## src/rtl/tlc_pkg.sv

```systemverilog
// Shared types and default timing for the phase scheduler.
package tlc_pkg;

    // Signal head indication
    typedef enum logic [2:0] {
        OFF       = 3'd0,
        RED       = 3'd1,
        YELLOW    = 3'd2,
        GREEN     = 3'd3,
        PRE_GREEN = 3'd4
    } lights_t;

    // Scheduler phases
    typedef enum logic [2:0] {
        NS_GREEN  = 3'd0,
        NS_YELLOW = 3'd1,
        ALL_RED   = 3'd2,
        EW_PREGRN = 3'd3,
        EW_GREEN  = 3'd4,
        EW_YELLOW = 3'd5,
        WALK      = 3'd6,
        NS_PREGRN = 3'd7
    } state_t;

    // Which side phase was granted most recently (round-robin tie break)
    typedef enum logic {
        SERVED_EW  = 1'b0,
        SERVED_PED = 1'b1
    } served_t;

    // Default phase durations in clock cycles
    localparam int unsigned GREEN_MIN_DEF = 4;
    localparam int unsigned GREEN_MAX_DEF = 8;
    localparam int unsigned YELLOW_T_DEF  = 2;
    localparam int unsigned ALLRED_T_DEF  = 1;
    localparam int unsigned PREGRN_T_DEF  = 1;
    localparam int unsigned WALK_T_DEF    = 4;

    function automatic int unsigned max2(input int unsigned a, input int unsigned b);
        return (a > b) ? a : b;
    endfunction

    // Bits needed to hold values 0..max_count
    function automatic int unsigned count_width(input int unsigned max_count);
        return (max_count < 2) ? 1 : int'($clog2(max_count + 1));
    endfunction

endpackage

```

## src/rtl/phase_timer.sv

```systemverilog
// Dwell counter: clears on request, otherwise counts up and sticks at all-ones.
module phase_timer #(
    parameter int unsigned WIDTH = 4
) (
    input  logic             i_clk,
    input  logic             i_reset,
    input  logic             i_clear,
    output logic [WIDTH-1:0] o_count
);

    localparam logic [WIDTH-1:0] CNT_ONE = WIDTH'(1);

    logic [WIDTH-1:0] r_count;
    logic             w_at_max;

    assign w_at_max = (r_count == {WIDTH{1'b1}});

    // Count cycles spent in the current phase, saturating so long holds never wrap
    always_ff @(posedge i_clk) begin
        if (i_reset || i_clear) begin
            r_count <= '0;
        end else if (!w_at_max) begin
            r_count <= r_count + CNT_ONE;
        end
    end

    assign o_count = r_count;

endmodule

```

## src/rtl/phase_scheduler.sv

```systemverilog
// Traffic phase scheduler: NS is the home phase; EW and pedestrian phases are
// granted on demand, always separated by yellow and all-red clearance, with
// emergency preemption steering right-of-way back to NS.
module phase_scheduler
    import tlc_pkg::*;
#(
    parameter int unsigned GREEN_MIN = GREEN_MIN_DEF,
    parameter int unsigned GREEN_MAX = GREEN_MAX_DEF,
    parameter int unsigned YELLOW_T  = YELLOW_T_DEF,
    parameter int unsigned ALLRED_T  = ALLRED_T_DEF,
    parameter int unsigned PREGRN_T  = PREGRN_T_DEF,
    parameter int unsigned WALK_T    = WALK_T_DEF
) (
    input  logic    i_clk,
    input  logic    i_reset,
    input  logic    i_ew_sensor,
    input  logic    i_ped_req,
    input  logic    i_emgcy_sensor,
    output lights_t o_ns_light,
    output lights_t o_ew_light,
    output logic    o_walk
);

    // Timer must reach the largest "last cycle" index of any phase
    localparam int unsigned MAX_DUR = max2(max2(max2(GREEN_MIN, GREEN_MAX), max2(YELLOW_T, ALLRED_T)),
                                           max2(PREGRN_T, WALK_T));
    localparam int unsigned TIMER_W = count_width(MAX_DUR);

    // Timer value during the final cycle of each phase (durations assumed >= 1)
    localparam logic [TIMER_W-1:0] GMIN_LAST = TIMER_W'(GREEN_MIN - 1);
    localparam logic [TIMER_W-1:0] GMAX_LAST = TIMER_W'(GREEN_MAX - 1);
    localparam logic [TIMER_W-1:0] YEL_LAST  = TIMER_W'(YELLOW_T - 1);
    localparam logic [TIMER_W-1:0] ARED_LAST = TIMER_W'(ALLRED_T - 1);
    localparam logic [TIMER_W-1:0] PRE_LAST  = TIMER_W'(PREGRN_T - 1);
    localparam logic [TIMER_W-1:0] WALK_LAST = TIMER_W'(WALK_T - 1);

    state_t               r_state;
    state_t               w_state_next;
    state_t               w_arb_state;
    logic                 r_ew_pending;
    logic                 r_ped_pending;
    logic                 r_from_ns;
    served_t              r_last_served;
    logic [TIMER_W-1:0]   w_timer;
    logic                 w_state_change;
    logic                 w_enter_ew_pregrn;
    logic                 w_enter_walk;
    logic                 w_enter_all_red;

    assign w_state_change    = (w_state_next != r_state);
    assign w_enter_ew_pregrn = w_state_change && (w_state_next == EW_PREGRN);
    assign w_enter_walk      = w_state_change && (w_state_next == WALK);
    assign w_enter_all_red   = w_state_change && (w_state_next == ALL_RED);

    phase_timer #(
        .WIDTH (TIMER_W)
    ) u_phase_timer (
        .i_clk   (i_clk),
        .i_reset (i_reset),
        .i_clear (w_state_change),
        .o_count (w_timer)
    );

    // Pick the phase that follows all-red clearance
    always_comb begin
        w_arb_state = NS_PREGRN;
        // Side phases only follow an NS phase; otherwise NS takes the road back
        if (!i_emgcy_sensor && r_from_ns) begin
            if (r_ew_pending && r_ped_pending) begin
                w_arb_state = (r_last_served == SERVED_PED) ? EW_PREGRN : WALK;
            end else if (r_ew_pending) begin
                w_arb_state = EW_PREGRN;
            end else if (r_ped_pending) begin
                w_arb_state = WALK;
            end
        end
    end

    // Next-phase selection from dwell time, demand and preemption
    always_comb begin
        w_state_next = r_state;
        unique case (r_state)
            NS_GREEN: begin
                if (w_timer >= GMIN_LAST && !i_emgcy_sensor && (r_ew_pending || r_ped_pending)) begin
                    w_state_next = NS_YELLOW;
                end
            end
            NS_YELLOW, EW_YELLOW: begin
                // Yellow always runs its full length, even under preemption
                if (w_timer >= YEL_LAST) begin
                    w_state_next = ALL_RED;
                end
            end
            ALL_RED: begin
                if (w_timer >= ARED_LAST) begin
                    w_state_next = w_arb_state;
                end
            end
            EW_PREGRN: begin
                if (i_emgcy_sensor) begin
                    w_state_next = EW_YELLOW;
                end else if (w_timer >= PRE_LAST) begin
                    w_state_next = EW_GREEN;
                end
            end
            EW_GREEN: begin
                if (i_emgcy_sensor || (w_timer == GMAX_LAST) ||
                    (w_timer >= GMIN_LAST && !i_ew_sensor)) begin
                    w_state_next = EW_YELLOW;
                end
            end
            WALK: begin
                if (i_emgcy_sensor || w_timer >= WALK_LAST) begin
                    w_state_next = ALL_RED;
                end
            end
            NS_PREGRN: begin
                if (w_timer >= PRE_LAST) begin
                    w_state_next = NS_GREEN;
                end
            end
            default: w_state_next = NS_GREEN;
        endcase
    end

    // Phase register
    always_ff @(posedge i_clk) begin
        if (i_reset) begin
            r_state <= NS_GREEN;
        end else begin
            r_state <= w_state_next;
        end
    end

    // EW demand: latched outside EW service, dropped once EW service starts
    always_ff @(posedge i_clk) begin
        if (i_reset) begin
            r_ew_pending <= 1'b0;
        end else if (w_enter_ew_pregrn) begin
            r_ew_pending <= 1'b0;
        end else if (i_ew_sensor && r_state != EW_PREGRN && r_state != EW_GREEN) begin
            r_ew_pending <= 1'b1;
        end
    end

    // Pedestrian demand: a press in the cycle WALK is granted is kept for next time
    always_ff @(posedge i_clk) begin
        if (i_reset) begin
            r_ped_pending <= 1'b0;
        end else if (i_ped_req && r_state != WALK) begin
            r_ped_pending <= 1'b1;
        end else if (w_enter_walk) begin
            r_ped_pending <= 1'b0;
        end
    end

    // Round-robin memory and origin of the current all-red interval
    always_ff @(posedge i_clk) begin
        if (i_reset) begin
            r_last_served <= SERVED_PED;
            r_from_ns     <= 1'b0;
        end else begin
            if (w_enter_ew_pregrn) begin
                r_last_served <= SERVED_EW;
            end else if (w_enter_walk) begin
                r_last_served <= SERVED_PED;
            end
            if (w_enter_all_red) begin
                r_from_ns <= (r_state == NS_YELLOW);
            end
        end
    end

    // Signal heads decode from the phase register only
    always_comb begin
        o_ns_light = RED;
        o_ew_light = RED;
        o_walk     = 1'b0;
        unique case (r_state)
            NS_GREEN:  o_ns_light = GREEN;
            NS_YELLOW: o_ns_light = YELLOW;
            ALL_RED:   ;
            EW_PREGRN: o_ew_light = PRE_GREEN;
            EW_GREEN:  o_ew_light = GREEN;
            EW_YELLOW: o_ew_light = YELLOW;
            WALK:      o_walk     = 1'b1;
            NS_PREGRN: o_ns_light = PRE_GREEN;
            default:   ;
        endcase
    end

endmodule
```

## config.mk

```make
export PLATFORM = sky130hd
export DESIGN_NAME = phase_scheduler
export DESIGN_NICKNAME = d
export VERILOG_FILES = /design/src/rtl/tlc_pkg.sv /design/src/rtl/phase_timer.sv /design/src/rtl/phase_scheduler.sv
export SDC_FILE = /design/constraint.sdc
export NUM_CORES = 1
export LEC_CHECK = 0
export CAP_MARGIN = 20
export CORE_MARGIN = 2
export CORE_UTILIZATION = 55
export DETAILED_ROUTE_END_ITERATION = 10
export PLACE_DENSITY_LB_ADDON = 0.08
export REMOVE_ABC_BUFFERS = 1
export SYNTH_ARGS = -nofsm -noshare
export SYNTH_HDL_FRONTEND = slang
export SYNTH_SLANG_ARGS = --single-unit
```

## constraint.sdc

```tcl
create_clock -name i_clk -period 5.5 [get_ports i_clk]
set_input_delay 0.825 -clock i_clk [delete_from_list [all_inputs] [get_ports i_clk]]
set_output_delay 0.825 -clock i_clk [all_outputs]
set_load 0.02 [all_outputs]
```

run_1/gates.png
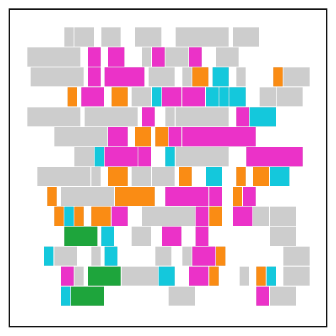
- orange: nor cells (cells 20; most used nor2_1)
- cyan: nand cells (cells 17; most used nand2_1)
- green: fa/ha/maj cells (cells 3; most used ha_1)
- magenta: aoi and oai cells (cells 29; most used a21oi_1)

run_1/clock_nets.png
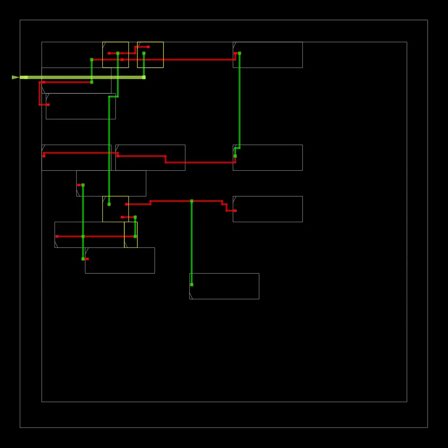
CTS Sinks: 11
Seq cells: 11
clock buffers: 4
Clock group: 0.0000547 W
clk ins delay skew pair: 0.26 ns

==> summary.txt, run 1 <==
flow finished, numbers: Die W 43.1 um, P per Cell Area 430 nW/um2, final instance area between 900 and 1000 um2, Routability Congestion between 0.8 and 0.9, Post-Place Cells around 130, Synth Area in XOR/XNOR ~1.0%, Sequential Power Share ~33%, Critical Path RT 4.68 ns, Top cell area share a little over a quarter, Die Y approximately 43 um, Port Buffers 11, number of setup violations in the final report 0, combinational cell power between 0.0002 and 0.00025 W, residual DRC count 0, R2R cell count 7, post-CTS setup buffer count 0, Log Warnings 27, Final Hold Fails 0, LEAKAGE 0.348 nW, Min Hold Slack just over 0.5 ns, sequential power approximately 0.00014 W, layout cells sized above 1 between 10% and 20%, post-route minimum period 2.79 ns, top layer in use met3, Hold Path Origin r_last_served, top cells by area, synth dfxtp_1 26%, a21oi_1 4.8%, ha_1 4.5%, nor2_1 4.5%, inv_1 4.0%, CP arrival around 2.0 ns, WP buf/inv 2, Mapped Avg Cell Area 8.02 um2, Max clock buf depth 2, CTS Hold Buffers Added 0, Non-clock buffers, area share a little under an eighth, hold path depth 2, Worst Hold Class flip-flop to flip-flop, Simple-Gate Area Share 29.0%, status finished clean, Comb gates 80, setup ws final about 2.7 ns, Sw Ratio 46.1%, combinational fraction of design power 54.1%, routed wire length approximately 1900 um, Syn Inst Count ~110, yosys stat cell total roughly 110, sequential cell area share a little under a quarter, Signal buffers 11, critical path depth 3, routed wl met2 864 um, register cell area after layout between 200 and 250 um2
run_1/class_map.png
The bar under the picture is 10 um long. Fill, decap, tap and diode cells in grey.
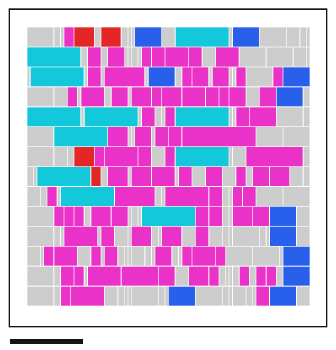
- magenta: remaining logic cells (cells 89)
- cyan: registers (cells 11)
- blue: remaining buffers and delay cells (cells 11)
- red: clock drivers and dummy loads (cells 4)

run_1/sizing.png
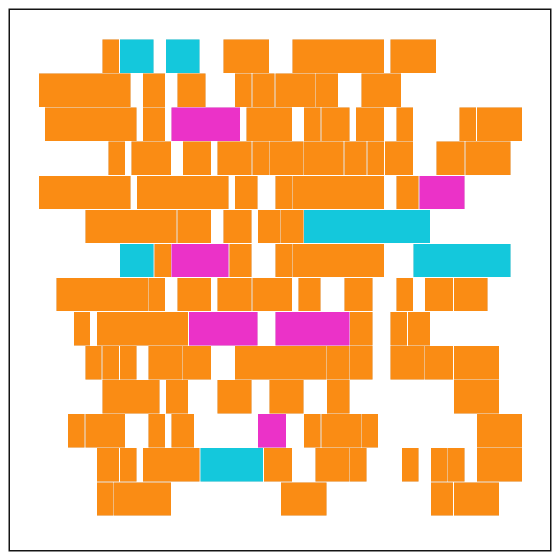

--- run 2 (diff from run 1) ---
--- a/config.mk
+++ b/config.mk
@@ -7,7 +7,7 @@
 export LEC_CHECK = 0
 export CAP_MARGIN = 20
 export CORE_MARGIN = 2
-export CORE_UTILIZATION = 55
+export CORE_UTILIZATION = 52
 export DETAILED_ROUTE_END_ITERATION = 10
 export PLACE_DENSITY_LB_ADDON = 0.08
 export REMOVE_ABC_BUFFERS = 1
==> constraint.sdc (replaced) <==
create_clock -name i_clk -period 2.64 [get_ports i_clk]
set_input_delay 0.396 -clock i_clk [delete_from_list [all_inputs] [get_ports i_clk]]
set_output_delay 0.396 -clock i_clk [all_outputs]
set_load 0.02 [all_outputs]
run_2/sizing.png
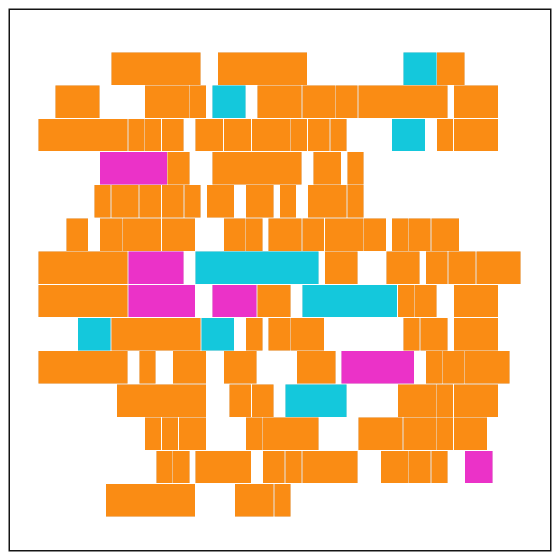
- orange: x1 and smaller (cells 103; share 88%)
- cyan: x3 and x4 (cells 8; share 6.8%)
- magenta: x2 (cells 6; share 5.1%)
Signal buffers: 13
setup ws final: 0.456 ns
area grow syn2layout: 17.2%
final instance area: 987 um2

run_2/m2.png
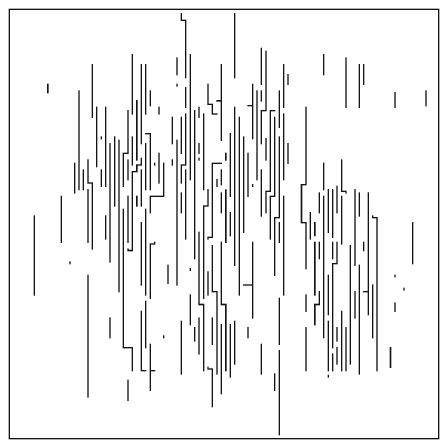
- main direction: vertical
- nets with wire on the layer: 105

==> run 2 against run 1 <==
Power up 110%. Synthesized cell count unchanged. Wire length up 10%. Clock skew up 0.0097 ns. Largest cell class unchanged. Largest power group unchanged.
==> summary.txt, run 2 <==
flow finished, numbers: Log Warnings 27 (unchanged), Sequential Power Share 30.3% (-2.6 points), Sw Ratio 46.1% (about the same), WP buf/inv 2 (unchanged), layout cells sized above 1 12.0% (+1.5 points), Hold Path Origin r_last_served, Critical Path RT 2.24 ns (-2.44 ns), clock buffers 4 (unchanged), yosys stat cell total 105 (unchanged), Mapped Avg Cell Area 8.02 um2 (unchanged), status finished clean, LEAKAGE 0.358 nW (+3.1%), CP arrival 1.79 ns (-0.18 ns), post-CTS setup buffer count 0 (unchanged), Seq cells 11 (unchanged), combinational fraction of design power 56.8% (+2.7 points), number of setup violations in the final report 0 (unchanged), Non-clock buffers, area share 12.7% (+1.3 points), Die W 44.2 um (+2.6%), Syn Inst Count 105 (unchanged), CTS Hold Buffers Added 0 (unchanged), routed wire length 2050 um (+10%), post-route minimum period 2.18 ns, Final Hold Fails 0 (unchanged), Die Y 44.2 um (+2.6%), CTS Sinks 11 (unchanged), Synth Area in XOR/XNOR 1.04% (unchanged), sequential power 0.000270 W (+97%), Max clock buf depth 2 (unchanged)
run_2/class_map.png
The bar under the picture is 10 um long. Fill, decap, tap and diode cells in grey.
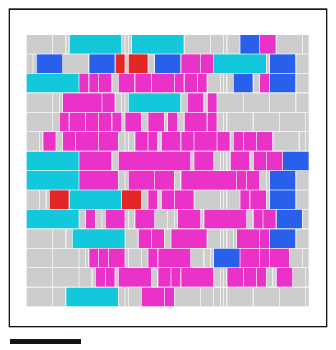
- cyan: registers (cells 11)
- magenta: remaining logic cells (cells 89)
- red: clock drivers and dummy loads (cells 4)
- blue: remaining buffers and delay cells (cells 13)
sequential cell area share: 22.3%
FP Rows: 14
Core Region: 1510 um2
final core utilization: 65.5%

run_2/gates.png
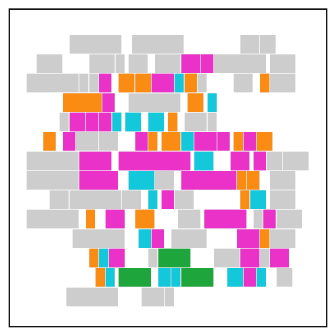

--- run 3 (diff from run 2) ---
==> constraint.sdc (replaced) <==
create_clock -name i_clk -period 2.2 [get_ports i_clk]
set_input_delay 0.33 -clock i_clk [delete_from_list [all_inputs] [get_ports i_clk]]
set_output_delay 0.33 -clock i_clk [all_outputs]
set_load 0.02 [all_outputs]
run_3/gates.png
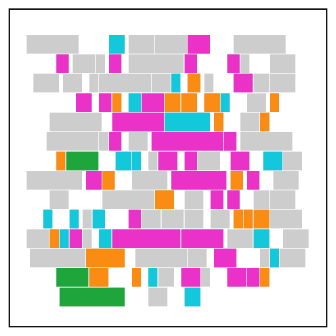
- orange: nor cells (cells 20; most used nor2_1)
- green: fa/ha/maj cells (cells 3; most used ha_1)
- cyan: nand cells (cells 17; most used nand2_1)
- magenta: aoi and oai cells (cells 29; most used a21oi_1)
combinational share of cell area: 56.0%
final std cells w/o fill: 138
Top cell excl fill/tap: nor2_1

run_3/sizing.png
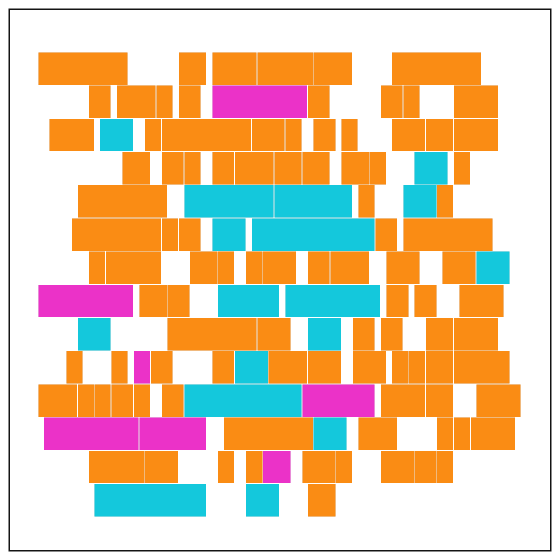
- cyan: x3 and x4 (cells 17; share 14%)
- magenta: x2 (cells 7; share 5.7%)
- orange: x1 and smaller (cells 98; share 80%)
final instance area: 1070 um2
area grow syn2layout: 27.3%
setup ws final: 0.0621 ns

==> run 3 against run 2 <==
Die size unchanged. Largest power group unchanged. Wire length rose by 12%. Clock-buffer cell count did not move. Largest cell class unchanged. Critical path type is now flip-flop to flip-flop.
==> summary.txt, run 3 <==
flow finished, numbers: post-CTS setup buffer count 0 (unchanged), htree depth 1, post-route minimum period about 2.1 ns, Hold Path Origin r_last_served, Rel. slew slack 65.6%, CTS Hold Buffers Added 0 (unchanged), Port Buffers 11, Synth Warn # 0, Sw Ratio 47.3% (+1.2 points), combinational fraction of design power 58.7% (+1.9 points), Max clock buf depth 2 (unchanged), global-route track usage on met1 31.8%, Mapped Avg Cell Area 8.02 um2 (unchanged), FP Rows 14 (unchanged), CTS Sinks 11 (unchanged), final-layout fill cell count about 130, routed wire length 2290 um (+12%), final core utilization 71.2% (+5.6 points), max reg flops 4, Final Hold Fails 0 (unchanged), R2R cell count 7, Log Warnings 28 (+3.7%), Non-clock buffers, area share 15.6% (+3.0 points), layout cells sized above 1 19.7% (+7.7 points), number of setup violations in the final report 0 (unchanged), WP buf/inv 1 (-1), Syn Inst Count 105 (unchanged), met3 GRT Util 6.94%, Sequential Power Share 28.6% (-1.7 points), yosys stat cell total 105 (unchanged), Die W 44.2 um (unchanged), Core Region 1510 um2 (unchanged), LEAKAGE 0.401 nW (+12%), Die Y 44.2 um (unchanged), Seq cells 11 (unchanged), CP arrival 2.30 ns (+0.51 ns), sequential cell area share 20.9% (-1.4 points), reg2reg start u_phase_timer.o_count[1], number of global-route vias before repair just over 800, sequential power 0.000336 W (+24%), Signal buffers 18 (+5), status finished clean
run_3/clock_nets.png
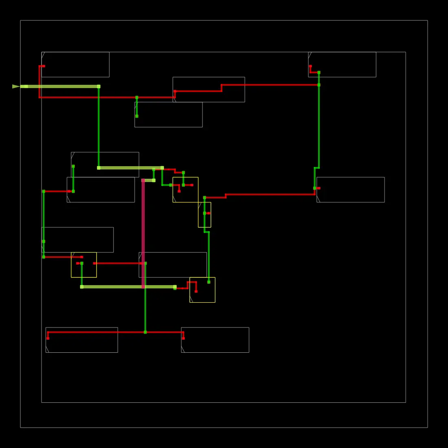
skew final: 0.0129 ns
clk ins delay skew pair: 0.28 ns
Clock group: 0.000149 W

Power and IR drop assume default switching activity.
